<file path="config.mk">
export PLATFORM = sky130hd
export DESIGN_NAME = gpio_ctrl
export DESIGN_NICKNAME = d
export VERILOG_FILES = /design/src/rtl/gpio_ctrl_pkg.sv /design/src/rtl/gpio_ctrl_sync.sv /design/src/rtl/gpio_ctrl.sv
export SDC_FILE = /design/constraint.sdc
export NUM_CORES = 1
export LEC_CHECK = 0
export ABC_AREA = 1
export CAP_MARGIN = 15
export CORE_ASPECT_RATIO = 1.4
export CORE_MARGIN = 3
export CORE_UTILIZATION = 39
export CTS_BUF_LIST = sky130_fd_sc_hd__clkbuf_16
export DETAILED_ROUTE_END_ITERATION = 12
export PLACE_DENSITY_LB_ADDON = 0.2
export SETUP_SLACK_MARGIN = 0.4
export SYNTH_ARGS = -nofsm -noshare
export SYNTH_HDL_FRONTEND = slang
export SYNTH_SLANG_ARGS = --single-unit
</file>
<file path="constraint.sdc">
create_clock -name clk -period 1.5 [get_ports clk]
set_input_delay 0.225 -clock clk [delete_from_list [all_inputs] [get_ports clk]]
set_output_delay 0.225 -clock clk [all_outputs]
set_load 0.005 [all_outputs]
</file>
<file path="src/rtl/gpio_ctrl_pkg.sv">
// GPIO controller shared definitions: base address, register offsets
// and the byte-enable expansion helper.
package gpio_ctrl_pkg;

    localparam logic [31:0] GPIO_ADDR = 32'h4000_0000;

    localparam logic [4:0] GPIO_OUT_OFS      = 5'h00;
    localparam logic [4:0] GPIO_OE_OFS       = 5'h04;
    localparam logic [4:0] GPIO_IN_OFS       = 5'h08;
    localparam logic [4:0] GPIO_SET_OFS      = 5'h0C;
    localparam logic [4:0] GPIO_CLR_OFS      = 5'h10;
    localparam logic [4:0] GPIO_IRQ_EN_OFS   = 5'h14;
    localparam logic [4:0] GPIO_IRQ_STAT_OFS = 5'h18;
    localparam logic [4:0] GPIO_IRQ_EDGE_OFS = 5'h1C;

    function automatic logic [31:0] be_mask(input logic [3:0] be);
        return {{8{be[3]}}, {8{be[2]}}, {8{be[1]}}, {8{be[0]}}};
    endfunction

endpackage

</file>
<file path="src/rtl/gpio_ctrl_sync.sv">
// gpio_sync: 2-flop input synchronizer, one-cycle delay copy and
// registered rise/fall pulses (pulse appears one edge after the delay compare).
module gpio_sync #(
    parameter int               WIDTH   = 8,
    parameter logic [WIDTH-1:0] RST_VAL = '0
) (
    input  logic             clk,
    input  logic             rst,
    input  logic [WIDTH-1:0] d,
    output logic [WIDTH-1:0] q,
    output logic [WIDTH-1:0] rise,
    output logic [WIDTH-1:0] fall
);

    logic [WIDTH-1:0] s1;
    logic [WIDTH-1:0] s2;
    logic [WIDTH-1:0] dly;

    // synchronizer chain, delayed copy and edge pulses
    always_ff @(posedge clk or posedge rst) begin
        if (rst) begin
            s1   <= RST_VAL;
            s2   <= RST_VAL;
            dly  <= RST_VAL;
            rise <= '0;
            fall <= '0;
        end else begin
            s1   <= d;
            s2   <= s1;
            dly  <= s2;
            rise <= s2 & ~dly;
            fall <= ~s2 & dly;
        end
    end

    assign q = s2;

endmodule

</file>
<file path="src/rtl/gpio_ctrl.sv">
// GPIO controller top: OUT/OE/IN/SET/CLR registers, optional edge
// interrupts enabled by defining GPIO_IRQ_EN.
module gpio_ctrl
    import gpio_ctrl_pkg::*;
#(
    parameter int          WIDTH    = 8,
    parameter logic [31:0] IN_RESET = 32'h0
) (
    input  logic             clk,
    input  logic             rst,
    input  logic             we,
    input  logic             re,
    input  logic [4:0]       addr,
    input  logic [3:0]       be,
    input  logic [31:0]      wr_data,
    output logic [31:0]      rd_data,
    input  logic [WIDTH-1:0] gpio_in,
    output logic [WIDTH-1:0] gpio_out,
    output logic [WIDTH-1:0] gpio_oe,
    output logic             irq
);

    localparam logic [WIDTH-1:0] IN_RST = IN_RESET[WIDTH-1:0];

    logic [4:0]       ofs;
    logic [31:0]      mask32;
    logic [WIDTH-1:0] wm;
    logic [WIDTH-1:0] wd;
    logic [WIDTH-1:0] out_q;
    logic [WIDTH-1:0] oe_q;
    logic [WIDTH-1:0] in_sync;
    logic [WIDTH-1:0] rise;
    logic [WIDTH-1:0] fall;
    logic [31:0]      rd_next;
    logic             unused_bits;

    assign ofs    = {addr[4:2], 2'b00};
    assign mask32 = be_mask(be);
    assign wm     = mask32[WIDTH-1:0];
    assign wd     = wr_data[WIDTH-1:0];

    gpio_sync #(
        .WIDTH   (WIDTH),
        .RST_VAL (IN_RST)
    ) u_sync (
        .clk  (clk),
        .rst  (rst),
        .d    (gpio_in),
        .q    (in_sync),
        .rise (rise),
        .fall (fall)
    );

    // OUT / OE updates, including byte-gated set and clear aliases
    always_ff @(posedge clk or posedge rst) begin
        if (rst) begin
            out_q <= '0;
            oe_q  <= '0;
        end else if (we) begin
            case (ofs)
                GPIO_OUT_OFS: out_q <= (out_q & ~wm) | (wd & wm);
                GPIO_OE_OFS:  oe_q  <= (oe_q & ~wm) | (wd & wm);
                GPIO_SET_OFS: out_q <= out_q | (wd & wm);
                GPIO_CLR_OFS: out_q <= out_q & ~(wd & wm);
                default: ;
            endcase
        end
    end

`ifdef GPIO_IRQ_EN
    logic [WIDTH-1:0] en_q;
    logic [WIDTH-1:0] st_q;
    logic [WIDTH-1:0] pol_q;
    logic [WIDTH-1:0] hit;
    logic [WIDTH-1:0] w1c;

    assign hit = (rise & ~pol_q) | (fall & pol_q);
    assign w1c = (we && ofs == GPIO_IRQ_STAT_OFS) ? (wd & wm) : '0;

    // interrupt registers; a new edge beats a same-cycle clear
    always_ff @(posedge clk or posedge rst) begin
        if (rst) begin
            en_q  <= '0;
            st_q  <= '0;
            pol_q <= '0;
        end else begin
            st_q <= (st_q & ~w1c) | hit;
            if (we && ofs == GPIO_IRQ_EN_OFS)
                en_q <= (en_q & ~wm) | (wd & wm);
            if (we && ofs == GPIO_IRQ_EDGE_OFS)
                pol_q <= (pol_q & ~wm) | (wd & wm);
        end
    end

    assign irq = |(st_q & en_q);
    assign unused_bits = ^{addr[1:0], wr_data, mask32, IN_RESET};
`else
    assign irq = 1'b0;
    assign unused_bits = ^{addr[1:0], wr_data, mask32, IN_RESET, rise, fall};
`endif

    // read decode; unmapped and write-only offsets return zero
    always_comb begin
        rd_next = '0;
        case (ofs)
            GPIO_OUT_OFS:      rd_next = 32'(out_q);
            GPIO_OE_OFS:       rd_next = 32'(oe_q);
            GPIO_IN_OFS:       rd_next = 32'(in_sync);
`ifdef GPIO_IRQ_EN
            GPIO_IRQ_EN_OFS:   rd_next = 32'(en_q);
            GPIO_IRQ_STAT_OFS: rd_next = 32'(st_q);
            GPIO_IRQ_EDGE_OFS: rd_next = 32'(pol_q);
`endif
            default:           rd_next = '0;
        endcase
    end

    // registered read data, held while no read is issued
    always_ff @(posedge clk or posedge rst) begin
        if (rst)
            rd_data <= '0;
        else if (re)
            rd_data <= rd_next;
    end

    assign gpio_out = out_q;
    assign gpio_oe  = oe_q;

endmodule
</file>
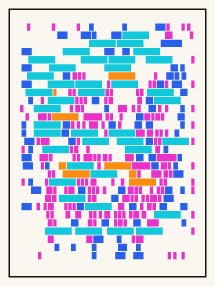
**Above:** run 1 (placement by cell class).
Drawn at 3 px/µm.
- orange: clock drivers and dummy loads (cells 8; share of their area 5.6%)
- magenta: all other logic (cells 178; share of their area 33%)
- blue: other buffers and delay cells (cells 80; share of their area 23%)
- cyan: flip-flops (cells 40; share of their area 39%)

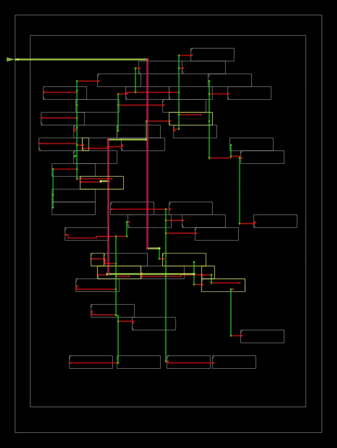
**Above:** run 1 (clock routing).
P_clk: 1030 µW
flop count: 40
Setup Skew: 0.004605 ns

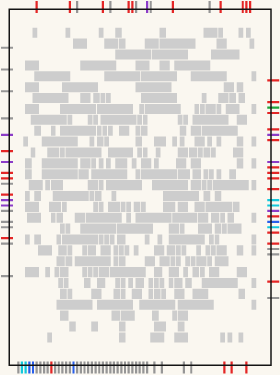
**Above:** run 1 (ports around the boundary).
Drawn at 4 px/µm. Pins as bars across the die edge, other pins in gray.
- green: `re` (pins 1; direction input; edge east)
- red: `rd_data` (pins 32; direction output; edge 13 east, 10 north, 5 west, 4 south)
- cyan: `addr` (pins 5; direction input; edge 3 east, 2 south)
- blue: `be` (pins 4; direction input; edge 3 south, 1 east)
- purple: `gpio_oe` (pins 8; direction output; edge 4 west, 3 east, 1 north)
- all pins by edge: 43 south, 24 east, 19 west, 16 north
die y size: 88.66 µm
port buffer count: 47
DIE WIDTH: 65.04 µm

==> impl_metrics.ini, run 1 <==
; implementation run metrics
[global_route]
globalRoute.totalOverflow = 0
first_global_vias = 1630
grt_usage = 0.1788
antenna_found_initial = 0
top_usage_layer = met2
use_met3 = 0.04193

[clock_network]
cts.sinks = 40
postCtsHoldBufs = 0
cts_buffers = 5
clk_path_buf_depth = 2
cts_repair_resize_count = 82

[detailed_routing]
drt_pass1_iterations = 4
drt_iter0_markers = 61
vias_per_cell = 4.410
wl_met2_um = 2503
wl_per_cell_um = 12.96
dr_total_vias = 1623
drc_errors = 0
wirelength_um = 4768
ant_nets = 0

[place]
place_inst = 333
place_area_um2 = 2404
gp_congestion = 0.7945
post-place-ws_ns = -0.2535

[worst_setup_path]
slowest_stage = dfrtp_1
required_ns = 1.27
crit_arrival_ns = 0.83
r2r_slack_ns = 0.50
cp_top_family = flip-flops
crit_type = flop to output pin
endpoint_kind = output pin
cp_max_fo = 3
endpoint = gpio_oe[3]
path_buffers = 1
worstPathCellList = buf_2

[final_timing]
period_needed_ns = 1.051
layout_setup_ws_ns = 0.4491
finalMaxSlewViolations = 0

[synthesis]
synthMuxAreaShare = 0
top_area_cell = dfrtp_1
synthFlopType = dfrtp_1
syn_area_um2 = 1903
yosysWarnings = 0
common_cells = nand2_1, dfrtp_1, nor2_1
synth_seq_share = 0.5260
syn_inst = 221
area_leaders = dfrtp_1, nand2_1, buf_4, nor2_1, o21ai_2
async_flop_share = 1.000
edf_count = 0

[run]
warnings = 55
drv_cap = 0

[power_and_ir_drop]
comb_power_share = 0.246
p_total_uw = 3079
p_seq_frac = 0.418
power.internal_uw = 2225
p_per_area_nw_per_um2 = 1160
p_leak_uw = 0.001378

[min_path]
min_path_type = primary input to async pin

[layout]
nets = 358

[outcome]
outcome = completed

[die]
core_um2 = 4608
==> run 1: layout make-up <==
cell class / instances / area, µm²
clock buffers: 5 / 125.1
flip-flops and latches: 40 / 1001
clock inverters: 3 / 18.77
multi-input cells: 164 / 778.2
well taps: 62 / 77.57
fillers: 450 / 1953
repair buffers: 80 / 594.3
inverters: 14 / 60.06
==> run 1: power groups by stage <==
stage / Sequential, µW / Clock, µW / Combinational, µW
2_1_floorplan: 1330 / 0 / 306
3_5_place_dp: 1350 / 0 / 636
3_3_place_gp: 1340 / 0 / 623
5_1_grt: 1310 / 1110 / 844
4_1_cts: 1290 / 1050 / 754
6_report: 1290 / 1030 / 758
**Run 1: routed metal, one color a layer**

Drawn at 3 px/µm.
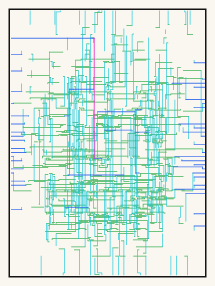

## Run 2: what changed since run 1
--- a/config.mk
+++ b/config.mk
@@ -9,7 +9,7 @@
 export CAP_MARGIN = 15
 export CORE_ASPECT_RATIO = 1.4
 export CORE_MARGIN = 3
-export CORE_UTILIZATION = 39
+export CORE_UTILIZATION = 35
 export CTS_BUF_LIST = sky130_fd_sc_hd__clkbuf_16
 export DETAILED_ROUTE_END_ITERATION = 12
 export PLACE_DENSITY_LB_ADDON = 0.2
==> constraint.sdc (replaced) <==
create_clock -name clk -period 0.85 [get_ports clk]
set_input_delay 0.1275 -clock clk [delete_from_list [all_inputs] [get_ports clk]]
set_output_delay 0.1275 -clock clk [all_outputs]
set_load 0.005 [all_outputs]
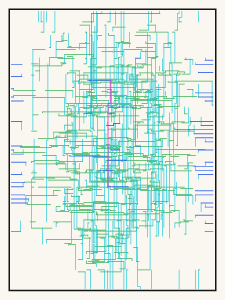
**Above:** run 2 (routed metal, one color a layer).
Drawn at 3 px/µm.
- blue: met3 (wire length 260 µm)
- green: met1 (wire length 1990 µm)
- magenta: met4 (wire length 98.8 µm)
- cyan: met2 (wire length 2690 µm)
Vias: 1687
wire per inst: 12.90 µm
Routed WL: 5032 µm
gr usage total: 0.1676

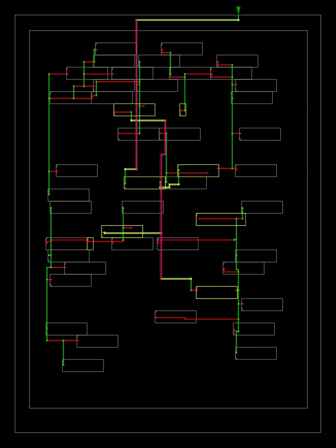
**Above:** run 2 (clock routing).
Setup Skew: 0.004891 ns
clk ins delay skew pair: 0.28 ns

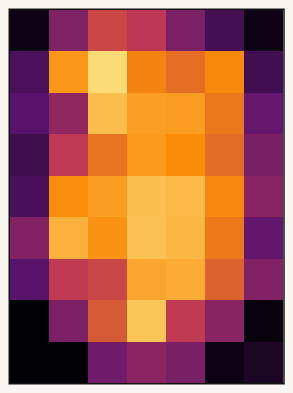
**Above:** run 2 (local utilization).
Drawn at 4 px/µm. 7 x 9 tiles, from black (low) to pale yellow (high), 0 to 100% covered.
- emptiest ninth of the die: south-west
- densest ninth of the die: center
- tiles over 75% full: 27%
- nearly empty tiles: 4.8%
- fullest tile: 92%

==> run 2 against run 1 <==
  * The flow now finishes with violations (setup timing)
  * Hold slack worse by 0.11 ns
  * Power is 100% higher
  * Global-route usage is 1.1 points lower
  * Via count is 3.9% higher
  * Clock power is 100% higher
  * Cell count is 6.0% higher
  * Combinational power went up to 2.5 times the previous value
  * Worst setup slack worse by 0.53 ns
  * Die area is 10% higher
  * Critical endpoint is now gpio_out[4]
  * Largest cell class unchanged
  * Largest power group unchanged
==> impl_metrics.ini, run 2 <==
; implementation run metrics
[outcome]
outcome = finished, violations left
violations = setup timing

[synthesis]
yosysWarnings = 0
common_cells = nand2_1, dfrtp_1, nor2_1
async_flop_share = 1.000
top_area_cell = dfrtp_1
synthFlopType = dfrtp_1
synthMuxAreaShare = 0
edf_count = 0
area_leaders = dfrtp_1, nand2_1, buf_4, nor2_1, o21ai_2
syn_area_um2 = 1903

[worst_setup_path]
crit_type = flop to output pin
required_ns = 0.72
cp_max_fo = 2
r2r_slack_ns = -0.06
crit_arrival_ns = 0.81
endpoint = gpio_out[4]
slowest_stage = dfrtp_1
endpoint_kind = output pin
path_buffers = 1

[global_route]
globalRoute.totalOverflow = 0
antenna_found_initial = 0
first_global_vias = 1702

[power_and_ir_drop]
p_seq_frac = 0.365
comb_power_share = 0.306
power.internal_uw = 4623
power-top-group = sequential cells
p_comb_uw = 1920
p_total_uw = 6264
p_per_area_nw_per_um2 = 1948
powerSeq_uw = 2290

[layout]
nNonClkInverters = 14
n_clock_buffer = 5
buffer_area_frac = 0.2907
seq_area_um2 = 1001
multi_input_comb_cells = 164
logic_area_um2 = 970.9
signal_buffers = 98
clock_cell_area_share = 0.05058
seq_cells = 40
sh_seq_area = 0.3113
largestClassByArea = registers
nFillCells = 465

[place]
gp_congestion = 0.8338
io_buffers = 47
place_inst = 365
post-place-ws_ns = -0.7398

[final_timing]
finalSetupViolCount = 38
layout_setup_ws_ns = -0.08453
finalMaxSlewViolations = 0
period_needed_ns = 0.9345

[detailed_routing]
drt_pass1_iterations = 4
drc_errors = 0
drt_iter0_markers = 69
ant_nets = 0

[clock_network]
cts.sinks = 40
cts_buffers = 5
clk_path_buf_depth = 2

[die]
die_h_um = 93.25

[run]
drv_cap = 0
## run 2: cell types whose count changed in the layout (fill, tap and decap cells not counted), sizes merged
cell	change
buf	+32
clkbuf	-15
clkinvlp	-3
bufbuf	+1
bufinv	+1
clkdlybuf4s15	+1
clkinv	+1
dlygate4sd2	-1
inv	+1
nand2	+1
nand3	-1
## run 2: routing by layer
layer  GRT usage  vias up  part of all wire
met5           0        -                 0
met3     0.03846        8             0.051
li1            -      838                 -
met1      0.1994      780              0.39
met2      0.2824       61              0.53
met4     0.06965        0             0.019
## run 2: what timing repair did
| item | 4_1_cts | 5_1_grt |
|---|---|---|
| resized | 168 | 38 |
| hold buffers | 0 | 0 |
| setup buffers | 9 | 5 |
| endpoints found under the setup margin | 56 | 56 |
| pin swaps | 20 | 9 |
| gates cloned | 3 | 0 |
**Run 2: placement by cell class**

Drawn at 3 px/µm.
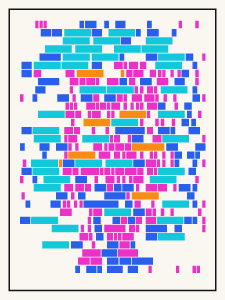

## Run 3: what changed since run 2
--- a/config.mk
+++ b/config.mk
@@ -12,7 +12,7 @@
 export CORE_UTILIZATION = 35
 export CTS_BUF_LIST = sky130_fd_sc_hd__clkbuf_16
 export DETAILED_ROUTE_END_ITERATION = 12
-export PLACE_DENSITY_LB_ADDON = 0.2
+export PLACE_DENSITY = 0.81
 export SETUP_SLACK_MARGIN = 0.4
 export SYNTH_ARGS = -nofsm -noshare
 export SYNTH_HDL_FRONTEND = slang
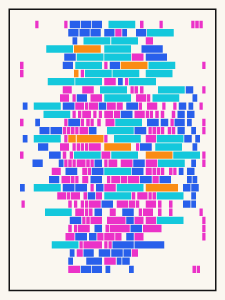
**Above:** run 3 (placement by cell class).
Drawn at 3 px/µm.
- orange: clock drivers and dummy loads (cells 8; share of their area 5.4%)
- blue: other buffers and delay cells (cells 98; share of their area 29%)
- magenta: all other logic (cells 178; share of their area 34%)
- cyan: flip-flops (cells 40; share of their area 32%)

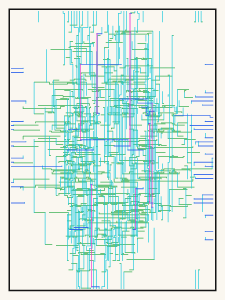
**Above:** run 3 (routed metal, one color a layer).
Drawn at 3 px/µm.
- magenta: met4 (wire length 205 µm)
- green: met1 (wire length 1940 µm)
- cyan: met2 (wire length 3200 µm)
- blue: met3 (wire length 259 µm)
gr usage total: 0.1803
wire per inst: 14.36 µm

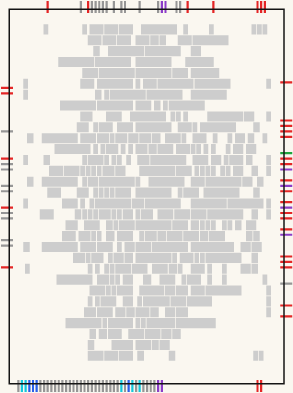
**Above:** run 3 (ports around the boundary).
Drawn at 4 px/µm. Pins as bars across the die edge, other pins in gray.
- blue: `be` (pins 4; direction input; edge south)
- green: `re` (pins 1; direction input; edge east)
- purple: `gpio_oe` (pins 8; direction output; edge 4 east, 2 south, 2 north)
- cyan: `addr` (pins 5; direction input; edge south)
- red: `rd_data` (pins 32; direction output; edge 18 east, 7 north, 5 west, 2 south)
- all pins by edge: 42 south, 24 east, 22 north, 14 west
DIE WIDTH: 68.32 µm
die y size: 93.25 µm

==> run 3 against run 2 <==
  * The run still ends with setup timing left
  * Count of clock-buffer cells in the layout stayed put
  * Critical path depth up 4
  * Sequential power barely moved
  * Register-to-register slack got worse by 0.099 ns
  * Cell count unchanged
  * Synthesized cell count stayed put
  * Highest routed layer unchanged
  * Power increased by 1.4%
  * Design area shrank 1.2%
  * Clock power is 2% higher
  * Flip-flop count did not move
==> impl_metrics.ini, run 3 <==
; implementation run metrics
[outcome]
outcome = finished, violations left
violations = setup timing

[synthesis]
area_leaders = dfrtp_1, nand2_1, buf_4, nor2_1, o21ai_2
common_cells = nand2_1, dfrtp_1, nor2_1
edf_count = 0
yosys.area_share.aoi = 0.06575
async_flop_share = 1.000
yosysWarnings = 0
top_area_cell = dfrtp_1
ys.flops = 40
synth_seq_share = 0.5260
synthMuxAreaShare = 0
syn_area_um2 = 1903
syn_inst = 221
synthFlopType = dfrtp_1

[detailed_routing]
drc_errors = 0
vias_per_cell = 4.538
wirelength_um = 5599
wl_met3_um = 258
drt-met1-wl_um = 1939
ant_nets = 0
wl_met2_um = 3196
drt_iter0_markers = 94
drt_pass1_iterations = 4
dr_total_vias = 1770
highest_layer = met4

[power_and_ir_drop]
power-top-group = sequential cells
p_per_area_nw_per_um2 = 1999
p_leak_uw = 0.001685
comb_power_share = 0.306
power.internal_uw = 4613
p_comb_uw = 1940
p_total_uw = 6353
powerSeq_uw = 2310
p_seq_frac = 0.363
powerClk_uw = 2110

[final_timing]
finalSetupViolCount = 40
skew_ns = 0.006071
layout_setup_ws_ns = -0.1588
period_needed_ns = 1.009
finalMaxSlewViolations = 0
hold_viol = 0

[global_route]
first_global_vias = 1843
grt_max_degree = 23
grt_pass1_wl_um = 8431
antenna_found_initial = 0
met2_usage = 0.3282
top_usage_layer = met2
use_met3 = 0.03486
globalRoute.totalOverflow = 0
grt_use_met1 = 0.1845

[worst_setup_path]
cp_max_fo = 3
worstPathCellList = buf_6 -> buf_6 -> a21boi_2 -> nand2_1 -> a21oi_2
cp_top_family = flip-flops
crit_type = flop to flop
path_buffers = 2
startpoint = gpio_out[1]
r2r_slack_ns = -0.16
crit_arrival_ns = 1.18
slowest_stage = dfrtp_1
endpoint = gpio_out[1]
endpoint_kind = flop
required_ns = 1.02

[clock_network]
cts.clk_slew.worst_paths_ns = 0.06
clk-insertion-delay-late_ns = 0.28
cts.sinks = 40
cts_buffers = 5
postCtsHoldBufs = 0
clk_path_buf_depth = 2
htree_num_levels = 2

[place]
place_inst = 364
gp_congestion = 0.8636
io_buffers = 47
place_area_um2 = 2666
post-place-ws_ns = -0.6844

[layout]
layout_top_cell = nand2_1
nets = 376
nFillCells = 418
antenna_cells = 0
postLayoutCellArea_um2 = 3178
layout-drive-gt1-share = 0.4784

[die]
core_um2 = 5236
initial_core_util = 0.3634
std_cell_rows = 31

[run]
warnings = 58
drv_cap = 0

[min_path]
min_path_type = primary input to async pin
==> run 3: cell counts after synthesis <==
No cell type changed its count.
==> run 3: final cells by class <==
class                   count  area [µm²]  area share
well taps                  66       82.58     0.02598
clock buffers               5       125.1     0.03937
repair buffers             98       883.3      0.2780
clock inverters             3       42.54     0.01339
inverters                  14       61.31     0.01929
multi-input cells         164       982.2      0.3091
flip-flops and latches     40        1001      0.3150
==> run 3: repair_timing <==
| item | CTS | global route |
|---|---|---|
| endpoints found under the hold margin | 0 | 0 |
| cloned | 2 | 0 |
| setup buffers | 13 | 3 |
| setup endpoints to repair | 56 | 56 |
| gates resized | 189 | 13 |
| pin swaps | 26 | 15 |
Power is estimated from default activity; no workload was simulated.
